<file path="src/rtl/golden_tx_pkg.sv">
// golden_tx_pkg: shared types and constants for the golden-nonce UART return path.
// Byte order on the line is selected by GOLDEN_TX_BYTESWAP_EN (see golden_nonce_uart_tx).
package golden_tx_pkg;

    localparam int unsigned BYTES_PER_NONCE = 4;
    localparam int unsigned DATA_BITS       = 8;
    localparam int unsigned NONCE_W         = 32;

    typedef enum logic [1:0] {
        ST_IDLE  = 2'd0,
        ST_START = 2'd1,
        ST_DATA  = 2'd2,
        ST_STOP  = 2'd3
    } tx_state_t;

    // Reverse the byte order of a nonce word; bit order inside each byte is kept.
    function automatic logic [NONCE_W-1:0] byte_reverse(input logic [NONCE_W-1:0] w);
        return {w[7:0], w[15:8], w[23:16], w[31:24]};
    endfunction

endpackage

</file>
<file path="src/rtl/golden_nonce_fifo.sv">
// golden_nonce_fifo: show-ahead synchronous FIFO for captured nonces.
// rd_data is valid in the same cycle that empty is low. A push while full is
// accepted only when a pop happens in the same cycle.
module golden_nonce_fifo #(
    parameter int unsigned WIDTH      = 32,
    parameter int unsigned DEPTH_LOG2 = 2
) (
    input  logic                  hash_clk,
    input  logic                  reset_n,
    input  logic                  push,
    input  logic [WIDTH-1:0]      wr_data,
    input  logic                  pop,
    output logic [WIDTH-1:0]      rd_data,
    output logic                  full,
    output logic                  empty,
    output logic [DEPTH_LOG2:0]   level
);

    localparam int unsigned           DEPTH    = 1 << DEPTH_LOG2;
    localparam logic [DEPTH_LOG2:0]   LVL_FULL = (DEPTH_LOG2+1)'(DEPTH);
    localparam logic [DEPTH_LOG2:0]   LVL_ONE  = (DEPTH_LOG2+1)'(1);
    localparam logic [DEPTH_LOG2-1:0] PTR_ONE  = DEPTH_LOG2'(1);

    logic [WIDTH-1:0]      mem [DEPTH];
    logic [DEPTH_LOG2-1:0] wr_ptr;
    logic [DEPTH_LOG2-1:0] rd_ptr;
    logic                  push_ok;
    logic                  pop_ok;

    assign full    = (level == LVL_FULL);
    assign empty   = (level == '0);
    assign pop_ok  = pop && !empty;
    assign push_ok = push && (!full || pop_ok);
    assign rd_data = mem[rd_ptr];

    // Storage array; contents need no reset because pointers define validity.
    always_ff @(posedge hash_clk) begin
        if (push_ok) begin
            mem[wr_ptr] <= wr_data;
        end
    end

    // Pointers and occupancy count.
    always_ff @(posedge hash_clk or negedge reset_n) begin
        if (!reset_n) begin
            wr_ptr <= '0;
            rd_ptr <= '0;
            level  <= '0;
        end else begin
            if (push_ok) wr_ptr <= wr_ptr + PTR_ONE;
            if (pop_ok)  rd_ptr <= rd_ptr + PTR_ONE;
            unique case ({push_ok, pop_ok})
                2'b10:   level <= level + LVL_ONE;
                2'b01:   level <= level - LVL_ONE;
                default: level <= level;
            endcase
        end
    end

endmodule

</file>
<file path="src/rtl/golden_nonce_uart_tx.sv">
// golden_nonce_uart_tx: queues golden nonces and sends each as four UART 8N1 bytes.
// Build option GOLDEN_TX_BYTESWAP_EN: when defined, bytes go out [7:0] first
// (little-endian); otherwise [31:24] first (big-endian). Bits are LSB first always.
module golden_nonce_uart_tx
    import golden_tx_pkg::*;
#(
    parameter int unsigned CLKS_PER_BIT    = 434,
    parameter int unsigned FIFO_DEPTH_LOG2 = 2
) (
    input  logic                       hash_clk,
    input  logic                       reset_n,
    input  logic                       new_golden_ticket,
    input  logic [NONCE_W-1:0]         golden_nonce,
    output logic                       uart_txd,
    output logic                       tx_busy,
    output logic                       overflow,
    output logic [FIFO_DEPTH_LOG2:0]   fifo_level
);

    generate
        if (CLKS_PER_BIT < 2) begin : g_bad_clks_per_bit
            $error("golden_nonce_uart_tx: CLKS_PER_BIT must be >= 2");
        end
    endgenerate

    localparam int unsigned     TMR_W      = (CLKS_PER_BIT < 2) ? 1 : $clog2(CLKS_PER_BIT);
    localparam logic [TMR_W-1:0] TMR_RELOAD = TMR_W'(CLKS_PER_BIT - 1);
    localparam logic [TMR_W-1:0] TMR_ONE    = TMR_W'(1);
    localparam logic [2:0]       LAST_BIT   = 3'(DATA_BITS - 1);
    localparam logic [1:0]       LAST_BYTE  = 2'(BYTES_PER_NONCE - 1);

    tx_state_t          state;
    tx_state_t          state_nxt;
    logic [TMR_W-1:0]   bit_tmr;
    logic [2:0]         bit_idx;
    logic [1:0]         byte_idx;
    logic [NONCE_W-1:0] shift_reg;
    logic [NONCE_W-1:0] line_word;
    logic               bit_done;
    logic               txd_nxt;

    logic               fifo_pop;
    logic               fifo_full;
    logic               fifo_empty;
    logic [NONCE_W-1:0] fifo_rd_data;

    golden_nonce_fifo #(
        .WIDTH      (NONCE_W),
        .DEPTH_LOG2 (FIFO_DEPTH_LOG2)
    ) u_fifo (
        .hash_clk (hash_clk),
        .reset_n  (reset_n),
        .push     (new_golden_ticket),
        .wr_data  (golden_nonce),
        .pop      (fifo_pop),
        .rd_data  (fifo_rd_data),
        .full     (fifo_full),
        .empty    (fifo_empty),
        .level    (fifo_level)
    );

    assign bit_done = (bit_tmr == '0);

    // The shift register always shifts right and drives bit 0, so the popped word
    // is pre-arranged into line order: first byte in [7:0], its LSB in bit 0.
`ifdef GOLDEN_TX_BYTESWAP_EN
    assign line_word = fifo_rd_data;
`else
    assign line_word = byte_reverse(fifo_rd_data);
`endif

    // FSM state register.
    always_ff @(posedge hash_clk or negedge reset_n) begin
        if (!reset_n) state <= ST_IDLE;
        else          state <= state_nxt;
    end

    // FSM next-state decode.
    always_comb begin
        state_nxt = state;
        unique case (state)
            ST_IDLE:  if (!fifo_empty) state_nxt = ST_START;
            ST_START: if (bit_done) state_nxt = ST_DATA;
            ST_DATA:  if (bit_done && (bit_idx == LAST_BIT)) state_nxt = ST_STOP;
            ST_STOP: begin
                if (bit_done) begin
                    if (byte_idx != LAST_BYTE) state_nxt = ST_START;
                    else if (!fifo_empty)      state_nxt = ST_START;
                    else                       state_nxt = ST_IDLE;
                end
            end
            default:  state_nxt = ST_IDLE;
        endcase
    end

    // FSM outputs: FIFO pop and the next value of the serial line.
    always_comb begin
        fifo_pop = 1'b0;
        txd_nxt  = 1'b1;
        unique case (state)
            ST_IDLE: begin
                fifo_pop = !fifo_empty;
                txd_nxt  = 1'b1;
            end
            ST_START: txd_nxt = 1'b0;
            ST_DATA:  txd_nxt = shift_reg[0];
            ST_STOP: begin
                fifo_pop = bit_done && (byte_idx == LAST_BYTE) && !fifo_empty;
                txd_nxt  = 1'b1;
            end
            default: begin
                fifo_pop = 1'b0;
                txd_nxt  = 1'b1;
            end
        endcase
    end

    // Bit timer, bit/byte counters and the nonce shift register.
    always_ff @(posedge hash_clk or negedge reset_n) begin
        if (!reset_n) begin
            bit_tmr   <= TMR_RELOAD;
            bit_idx   <= '0;
            byte_idx  <= '0;
            shift_reg <= '0;
        end else if (fifo_pop) begin
            bit_tmr   <= TMR_RELOAD;
            bit_idx   <= '0;
            byte_idx  <= '0;
            shift_reg <= line_word;
        end else if (state == ST_IDLE) begin
            bit_tmr   <= TMR_RELOAD;
        end else begin
            bit_tmr <= bit_done ? TMR_RELOAD : (bit_tmr - TMR_ONE);
            if (bit_done && (state == ST_DATA)) begin
                shift_reg <= shift_reg >> 1;
                bit_idx   <= bit_idx + 3'd1;
            end
            if (bit_done && (state == ST_STOP) && (byte_idx != LAST_BYTE)) begin
                byte_idx <= byte_idx + 2'd1;
            end
        end
    end

    // Registered line, busy and sticky overflow outputs.
    always_ff @(posedge hash_clk or negedge reset_n) begin
        if (!reset_n) begin
            uart_txd <= 1'b1;
            tx_busy  <= 1'b0;
            overflow <= 1'b0;
        end else begin
            uart_txd <= txd_nxt;
            tx_busy  <= (state != ST_IDLE) || !fifo_empty;
            if (new_golden_ticket && fifo_full && !fifo_pop) begin
                overflow <= 1'b1;
            end
        end
    end

endmodule

</file>
<file path="config.mk">
export PLATFORM = sky130hd
export DESIGN_NAME = golden_nonce_uart_tx
export DESIGN_NICKNAME = d
export VERILOG_FILES = /design/src/rtl/golden_tx_pkg.sv /design/src/rtl/golden_nonce_fifo.sv /design/src/rtl/golden_nonce_uart_tx.sv
export SDC_FILE = /design/constraint.sdc
export NUM_CORES = 1
export LEC_CHECK = 0
export CAP_MARGIN = 20
export CORE_UTILIZATION = 64
export DETAILED_ROUTE_END_ITERATION = 10
export HOLD_SLACK_MARGIN = 0.1
export PLACE_DENSITY = 0.84
export SYNTH_ARGS = -nofsm -noshare
export SYNTH_HDL_FRONTEND = slang
export SYNTH_HIERARCHICAL = 1
export SYNTH_SLANG_ARGS = --single-unit
</file>
<file path="constraint.sdc">
create_clock -name hash_clk -period 7.8 [get_ports hash_clk]
set_clock_uncertainty 0.2 [all_clocks]
set_input_delay 1.17 -clock hash_clk [delete_from_list [all_inputs] [get_ports hash_clk]]
set_output_delay 1.17 -clock hash_clk [all_outputs]
set_load 0.05 [all_outputs]
</file>
### Power grid

Pins as bars on the die edge. Tap cells in gray.
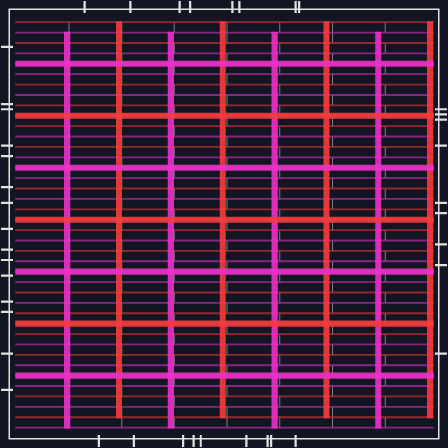
magenta -> VSS
red -> VDD
signal pins = 41
rows = 39
met1 rails = 40
Placeable Area: 0.0116 mm^2
die width: 112 um
Die Ht: 112 um
Peak VDD IR: 0.213 mV

### Where the registers sit

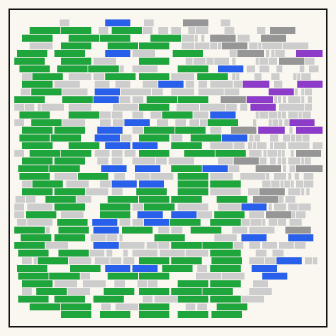
green -> u_fifo/mem  # flops 128
blue -> shift_reg  # flops 32
purple -> bit_tmr  # flops 9
Finished Core Util: 75.7%
seq pwr: 1.27 mW
flop share of the area: 60.3%
Sequential cell area: 0.00530 mm^2

==> results.yml <==
# implementation run metrics
pwr:
  p_int_mw: 1.84
  switchingPower_mw: 0.579
  seqPwrFrac_pct: 52.6
  switching_share_pct: 24.0
  p_total_mw: 2.42
placement:
  place_ws_ns: 3.80
  numPortBuffers: 40
  dp_hpwl_um: 7180
  dp_cells: 580
cts:
  clock_latency_ns: 0.42
  clockBufferDepth: 2
  cts.repair.resized: 0
  ctsRootBufferMaster: "clkbuf_16"
  clkTransAtPathRegs_ns: 0.06
  h-tree-depth: 4
  cts_tree: "done"
synthesis:
  synth.avg_cell_area_um2: 18.9
  largest_area_cell: "edfxtp_1"
  syn_area_mm2: 0.00774
  synth_cell_types: 45
  syn-num-nets: 459
  edf_count: 128
  synth.top_cell.area_share_pct: 49.6
  area_leaders: "edfxtp_1 (50%), dfrtp_1 (17%), mux4_2 (9.3%)"
  syn_inst: 410
  ys_seq_elements: 186
  ys_seq_share_pct: 68.5
final_layout:
  largest_reg_flops: 128
  layout_top_cell: "edfxtp_1"
  fin_nets: 505
  final_area_mm2: 0.00880
  diodes: 0
  final_layout_top_logic_cells: "edfxtp_1 (128), dfrtp_1 (51), clkdlybuf4s50_1 (39)"
  fin_cells: 612
detailed_routing:
  drt_iter0_drc: 274
  route.met3.wl_um: 408
  top_layer: "met4"
  drc_errors: 2
  routed_wl_um: 12400
  postRouteAntennaNets: 0
  via_per_inst: 5.98
  vias: 3657
global_routing:
  grt_max_degree: 59
  grt_first_pass_wirelength_um: 20800
  grt_pass1_vias: 4049
  grt_use_met3_pct: 6.42
  antenna_found_initial: 0
final_timing:
  layout_min_cycle_time_ns: 4.01
  fin_crit_sh_pct: 51.4
  rsz0062_at_grt: "false"
  fin_setup_tns_ns: 0
  fmax_mhz: 250
  hold_violations: 0
  drv_slew: 0
  tightest_slew_ns: 0.899
  setup_viol: 0
floorplan:
  initial_utilization_pct: 66.7
  fp-row-count: 39
  io_pins: 41
hold_path:
  hold_depth: 1
  min_path_type: "register to register"
  hold_end: "bit_tmr[0]$_DFF_PN1_"
setup_path:
  max_stage_delay_ns: 0.73
  crit_arrival_ns: 3.85
  cp.depth: 8
  cp-end-kind: "register"
  timing.rr.end: "u_fifo/mem[2][0]$_DFFE_PP_"
  cp_slowest_cell: "and2_2"
  reg2reg_from: "bit_tmr[1]$_DFF_PN0_"
status:
  violations: "design-rule violations"
  status: "finished with violations"
job:
  maxCapViolations: 0
  warnings: 32
### Track usage over the die

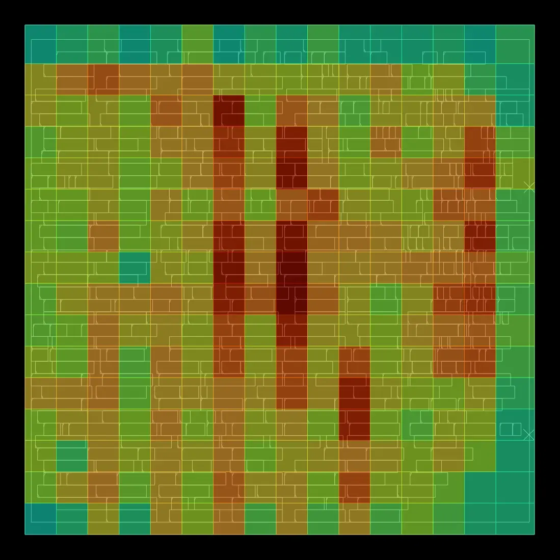
Routed WL per cell: 20.3 um
grt met2 use: 37.9%

### Clock distribution

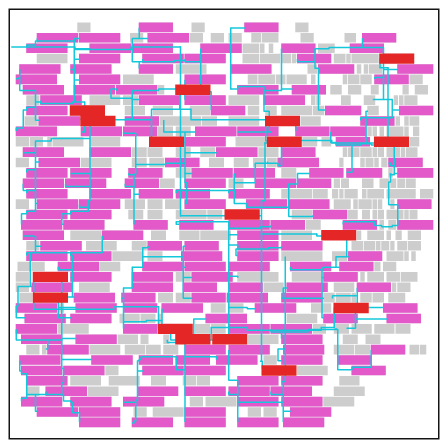
cyan -> clock wires  # length 1830 um
magenta -> flip-flops  # count 186
red -> cells driving clock nets  # count 17
routed clock nets = 18

==> cell families (layout without fill, tap and decap cells) <==
kind of cell / count (synthesis) / count (layout) / synth area share (%)
DFF: 186 / 186 / 68.5
adders and majority gates: 14 / 14 / 2.36
muxes: 101 / 101 / 20.2
buffers and inverters: 31 / 90 / 2.63
xor gates and xnor gates: 11 / 11 / 1.24
and+or+nand+nor: 52 / 52 / 3.60
AOI/OAI and AO/OA: 15 / 15 / 1.44
==> cell type report <==
| type | instances | area (um^2) |
|---|---|---|
| multi-input cells | 193 | 2240 |
| inverters | 13 | 48.8 |
| fillers | 663 | 2820 |
| repair buffers | 45 | 433 |
| clock buffers | 19 | 433 |
| well taps | 143 | 179 |
| clock inverters | 13 | 163 |
| flip-flops and latches | 186 | 5300 |
Power is estimated from default activity; no workload was simulated.
